Fig. 1: met1 routing
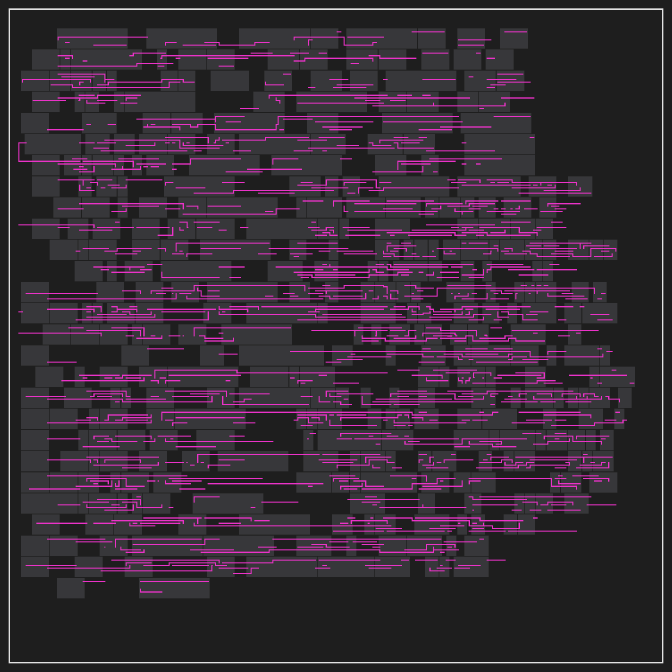
Fig. 2: signal wires on met2
Scale bar: 20 microns.
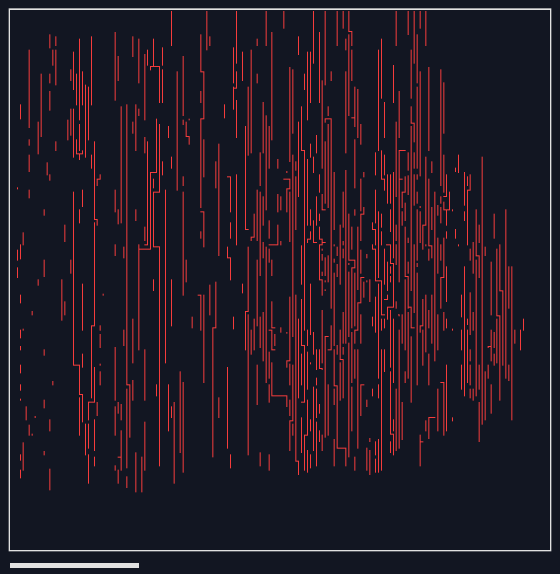
`src/rtl/lsdalu_pkg.sv`:
```
// lsdalu_pkg: shared opcodes, arbiter FSM state encoding and requester-id type
package lsdalu_pkg;
  localparam logic [2:0] OP_PASSB = 3'b000;
  localparam logic [2:0] OP_SUB   = 3'b001;
  localparam logic [2:0] OP_ADD   = 3'b010;
  localparam logic [2:0] OP_XOR   = 3'b011;
  localparam logic [2:0] OP_SHR   = 3'b100;
  localparam logic [2:0] OP_SHL   = 3'b101;
  localparam logic [2:0] OP_AND   = 3'b110;
  localparam logic [2:0] OP_OR    = 3'b111;
  typedef enum logic [1:0] {IDLE = 2'd0, EXEC = 2'd1, DONE = 2'd2} state_t;
  typedef logic rid_t;
  localparam rid_t RID0 = 1'b0;
  localparam rid_t RID1 = 1'b1;
endpackage

```
`src/rtl/lsdalu.sv`:
```
// lsdalu: 8-bit combinational ALU
//   a, b  : operands (two's complement)
//   opr   : opcode (lsdalu_pkg OP_*)
//   r     : result
//   flags : {N, Z, C, V}; C is carry for add, borrow for sub, shifted-out bit for shifts
module lsdalu
  import lsdalu_pkg::*;
(
  input  logic [7:0] a,
  input  logic [7:0] b,
  input  logic [2:0] opr,
  output logic [7:0] r,
  output logic [3:0] flags
);
  logic [8:0] sum, dif;
  logic       c, v;
  assign sum = {1'b0, a} + {1'b0, b};
  assign dif = {1'b0, a} - {1'b0, b};
  always_comb begin
    {c, r} = {1'b0, b};
    v = 1'b0;
    case (opr)
      OP_PASSB: {c, r} = {1'b0, b};
      OP_SUB: begin
        {c, r} = dif;
        v = (a[7] != b[7]) && (dif[7] != a[7]);
      end
      OP_ADD: begin
        {c, r} = sum;
        v = (a[7] == b[7]) && (sum[7] != a[7]);
      end
      OP_XOR: {c, r} = {1'b0, a ^ b};
      OP_SHR: {c, r} = {a[0], 1'b0, a[7:1]};
      OP_SHL: {c, r} = {a[7], a[6:0], 1'b0};
      OP_AND: {c, r} = {1'b0, a & b};
      OP_OR:  {c, r} = {1'b0, a | b};
      default: {c, r} = {1'b0, b};
    endcase
  end
  assign flags = {r[7], r == 8'h00, c, v};
endmodule

```
`src/rtl/lsdalu_arbiter.sv`:
```
// lsdalu_arbiter: two-requester arbiter sharing one lsdalu (grant -> exec -> done)
//   clock, reset_n      : rising-edge clock, asynchronous active-low reset
//   req0/1              : level requests, held until the matching done
//   a0/b0/opr0, a1/...  : per-requester operands and opcode
//   gnt0/1              : pulse in the cycle the winner's operands are captured
//   done0/1             : pulse in the cycle r/flags hold that requester's result
//   r, flags            : registered ALU result and flags, held until the next EXEC
//   busy                : FSM not IDLE
//   cnt0/1              : saturating done counters, only with LSDALU_ARB_STATS_EN
//   FIXED_PRIO          : 0 round-robin, 1 requester 0 wins every tie
module lsdalu_arbiter
  import lsdalu_pkg::*;
#(
  parameter bit FIXED_PRIO = 1'b0
) (
  input  logic       clock,
  input  logic       reset_n,
  input  logic       req0,
  input  logic       req1,
  input  logic [7:0] a0,
  input  logic [7:0] b0,
  input  logic [7:0] a1,
  input  logic [7:0] b1,
  input  logic [2:0] opr0,
  input  logic [2:0] opr1,
  output logic       gnt0,
  output logic       gnt1,
  output logic       done0,
  output logic       done1,
  output logic [7:0] r,
  output logic [3:0] flags,
`ifdef LSDALU_ARB_STATS_EN
  output logic [7:0] cnt0,
  output logic [7:0] cnt1,
`endif
  output logic       busy
);
  state_t     state, state_nx;
  rid_t       id, rr, win;
  logic       any;
  logic [7:0] la, lb, alu_r;
  logic [2:0] lop;
  logic [3:0] alu_f;
  // Gated by reset_n so no grant is visible while reset is asserted.
  assign any = reset_n & (req0 | req1);
  // rr names the requester that wins the next tie.
  assign win = (req0 & req1) ? (FIXED_PRIO ? RID0 : rr) : (req1 ? RID1 : RID0);
  always_comb begin
    state_nx = (state == IDLE) ? (any ? EXEC : IDLE) : (state == EXEC) ? DONE : IDLE;
    gnt0     = (state == IDLE) & any & (win == RID0);
    gnt1     = (state == IDLE) & any & (win == RID1);
    done0    = (state == DONE) & (id == RID0);
    done1    = (state == DONE) & (id == RID1);
    busy     = state != IDLE;
  end
  always_ff @(posedge clock or negedge reset_n)
    if (!reset_n) state <= IDLE;
    else          state <= state_nx;
  always_ff @(posedge clock or negedge reset_n) begin
    if (!reset_n) begin
      id    <= RID0;
      rr    <= RID0;
      la    <= '0;
      lb    <= '0;
      lop   <= '0;
      r     <= '0;
      flags <= '0;
    end else begin
      if (gnt0 | gnt1) begin
        id  <= win;
        la  <= win ? a1 : a0;
        lb  <= win ? b1 : b0;
        lop <= win ? opr1 : opr0;
      end
      if (state == EXEC) begin
        r     <= alu_r;
        flags <= alu_f;
      end
      if (state == DONE) rr <= ~id;
    end
  end
`ifdef LSDALU_ARB_STATS_EN
  always_ff @(posedge clock or negedge reset_n) begin
    if (!reset_n) begin
      cnt0 <= '0;
      cnt1 <= '0;
    end else begin
      if (done0 && cnt0 != 8'hFF) cnt0 <= cnt0 + 8'd1;
      if (done1 && cnt1 != 8'hFF) cnt1 <= cnt1 + 8'd1;
    end
  end
`endif
  lsdalu u_alu (
    .a    (la),
    .b    (lb),
    .opr  (lop),
    .r    (alu_r),
    .flags(alu_f)
  );
endmodule

```
`config.mk`:
```
export PLATFORM = sky130hd
export DESIGN_NAME = lsdalu_arbiter
export DESIGN_NICKNAME = d
export VERILOG_FILES = /design/src/rtl/lsdalu_pkg.sv /design/src/rtl/lsdalu.sv /design/src/rtl/lsdalu_arbiter.sv
export SDC_FILE = /design/constraint.sdc
export NUM_CORES = 1
export LEC_CHECK = 0
export CAP_MARGIN = 20
export CORE_UTILIZATION = 45
export DETAILED_ROUTE_END_ITERATION = 10
export PLACE_DENSITY = 0.72
export SLEW_MARGIN = 20
export SYNTH_ARGS = -nofsm -noshare
export SYNTH_HDL_FRONTEND = slang
export SYNTH_HIERARCHICAL = 1
export SYNTH_SLANG_ARGS = --single-unit
```
`constraint.sdc`:
```
create_clock -name clock -period 4.4 [get_ports clock]
set_input_delay 0.88 -clock clock [delete_from_list [all_inputs] [get_ports clock]]
set_output_delay 0.88 -clock clock [all_outputs]
set_load 0.05 [all_outputs]
```
==> reports/metrics.cfg <==
[run_status]
outcome=finished, final reports clean

[placed_design]
placed_cell_area_sq_um=3610
pre_cts_slack_ns=0.990
portBuffers=58
globalplace.congestion=0.855
place.detailed.hpwl_microns=5720
placed_cells=443

[sta]
layout_worst_path_cycle_share_pct=78.1
timing_max_transition_violations_final=0
grt_setup_unrepaired=false
layout_setup_ws_ns=0.966
max-slew-margin-rel_pct=37.8
hold_slack_ns=0.507
worst_pin_slew_ns=0.934
finalWorstPathRequiredPeriod_ns=3.43
clock_skew_after_layout_ns=0.00786
setup-tns-final_ns=0

[yosys]
aoi_share_pct=21.6
synth.area.mux_share_pct=6.67
synth.cellmix.adderShare_pct=11.3
simple_gate_area_share_pct=21.9
yosys.area.top_type_share_pct=29.0
post_synth_xor_area_fraction_pct=1.16
synth.top_cells.by_count=nand2_1 (36), dfrtp_1 (35), inv_1 (26)
synth-edff-count=0
synth_top_flop_cell=dfrtp_1
netlist.top_cell.by_area=dfrtp_1
yosysChipArea_sq_um=3020
number_of_cells_produced_by_synthesis=327
most_common_cell=nand2_1
yosys_warnings=6
syn-cell-area_sq_um=3020
yosys-top-cells-area=dfrtp_1 (29%), ha_1 (9.9%), a221o_1 (7.0%)
synthArstFlopShare_pct=100
ys_cells=327
topCombFamilyByArea=simple AND/OR/NAND/NOR gates
yosys.stat.seqShare_pct=29.0
ys_seq_elements=35

[finish]
final_layout_top_logic_cells=clkdlybuf4s50_1 (56), nand2_1 (36), dfrtp_1 (35)
top_regs=la: 8 flops, lb: 8 flops, r: 8 flops
post-route-cell-area_sq_um=3720
layout_overhead_on_the_synthesized_area_pct=23.2
nNetsFinal=441
finish.utilization_pct=57.9
number_of_diodes=0
layout-drive-gt1-share_pct=16.6

[power_and_ir_drop]
p_clk_uw=284
power.total_uw=2230
int_power_uw=1180
power_density_nw_per_um2=599
power.net_switching_uw=1050
combinationalPower_uw=1340
pwr.group.sequential_uw=599
irDropWorstVdd_mv=0.321
power.share.switching_pct=47.2
power.share.sequential_pct=26.9
comb_power_share_pct=60.4
power.largest_group=combinational logic

[worst_setup_path]
crit_path_start_kind=input pin
timing.critical_path.arrival_ns=2.55
max_stage_delay_ns=0.55
worstPathBufferInverterCount=2
endpoint_kind=output port
worst_r2r_startpoint=lop[0]
reg2reg_depth=7
cp_max_fo=20
worst_path_max_delay_cell=or3b_4
timing.critical_path.cells=clkdlybuf4s50_1, or3b_4, nor3b_1, buf_12
worstPathRequired_ns=3.52
worst_r2r_endpoint=flags[2]
r2r_setup_slack_ns=1.37
setup.worst_path.class=in -> out
timing.critical_path.max_delay_family=simple AND/OR/NAND/NOR gates

[drt]
met1Wirelength_microns=3510
routed-wl-met2_microns=3250
drt.antenna.violating_nets=0
post_drt_wl_per_cell_microns=16.1
wl_met3_microns=457
drt_pre_antenna_iters=5
route.detailed.drc=0
route.detailed.vias_per_inst=5.70
drtIter0Drc=208

[clocking]
clock_transition_at_the_registers_of_the_reported_paths_ns=0.07
postCtsHoldBufs=0
clock_root_cell=clkbuf_8
post_cts_buffers=0
cts_tree=yes
cts_num_sinks=35
cts-buffers-inserted=5
cts_repair_resizes=0
clockBufferDepth=2

[die]
initial_utilization_pct=47.0
die_height_microns=83.9
coreArea_sq_um=6420
floorplan.io_pins=59
total_die_size_sq_um=7040
fp-row-count=29

[global_routing]
grt_pass1_vias=2446
grt_max_degree=37
groute.layer.met2.usage_pct=33.5
antenna_found_initial=0
gr-usage-met3_pct=3.56
grt_most_used_layer=met2
use_met1_pct=32.6
grt_pass1_wl_microns=12500
grt-ovfl-total=0
grt.total_usage_pct=22.1

[min_path]
hold-path-endpoint=r[3]
hold_path.class=reg -> reg
hold_path_depth=1
source_of_the_worst_hold_timing_path=r[3]

[run]
number_of_maximum_capacitance_violations=0
warning_count=42

Back to the opening pictures, Fig. 1:
share of all routed wire	48%
longest straight run	32.2 microns
main direction	horizontal

Back to the opening pictures, Fig. 2:
main direction	vertical
share of all routed wire	45%
longest straight run	43.5 microns
nets with wire on the layer	328
wire length on this layer	3250 microns

-- final cells by class --
class / count / area (sq um)
Fill cell: 564 / 2700
Multi-Input combinational cell: 241 / 1890
Sequential cell: 35 / 876
Timing Repair Buffer: 63 / 638
Inverter: 27 / 101
Tap cell: 77 / 96.3
Clock buffer: 5 / 68.8
Clock inverter: 3 / 43.8
-- worst max path at each step --
stage,startpoint,endpoint,slack (ns),cells past startpoint
after floorplan,reset_n,gnt1,0.96,3
after global placement,reset_n,gnt1,0.97,4
after detailed placement,reset_n,gnt1,0.99,4
after CTS,reset_n,gnt1,0.96,4
after global routing,reset_n,gnt0,0.91,5
final,reset_n,gnt1,0.97,4
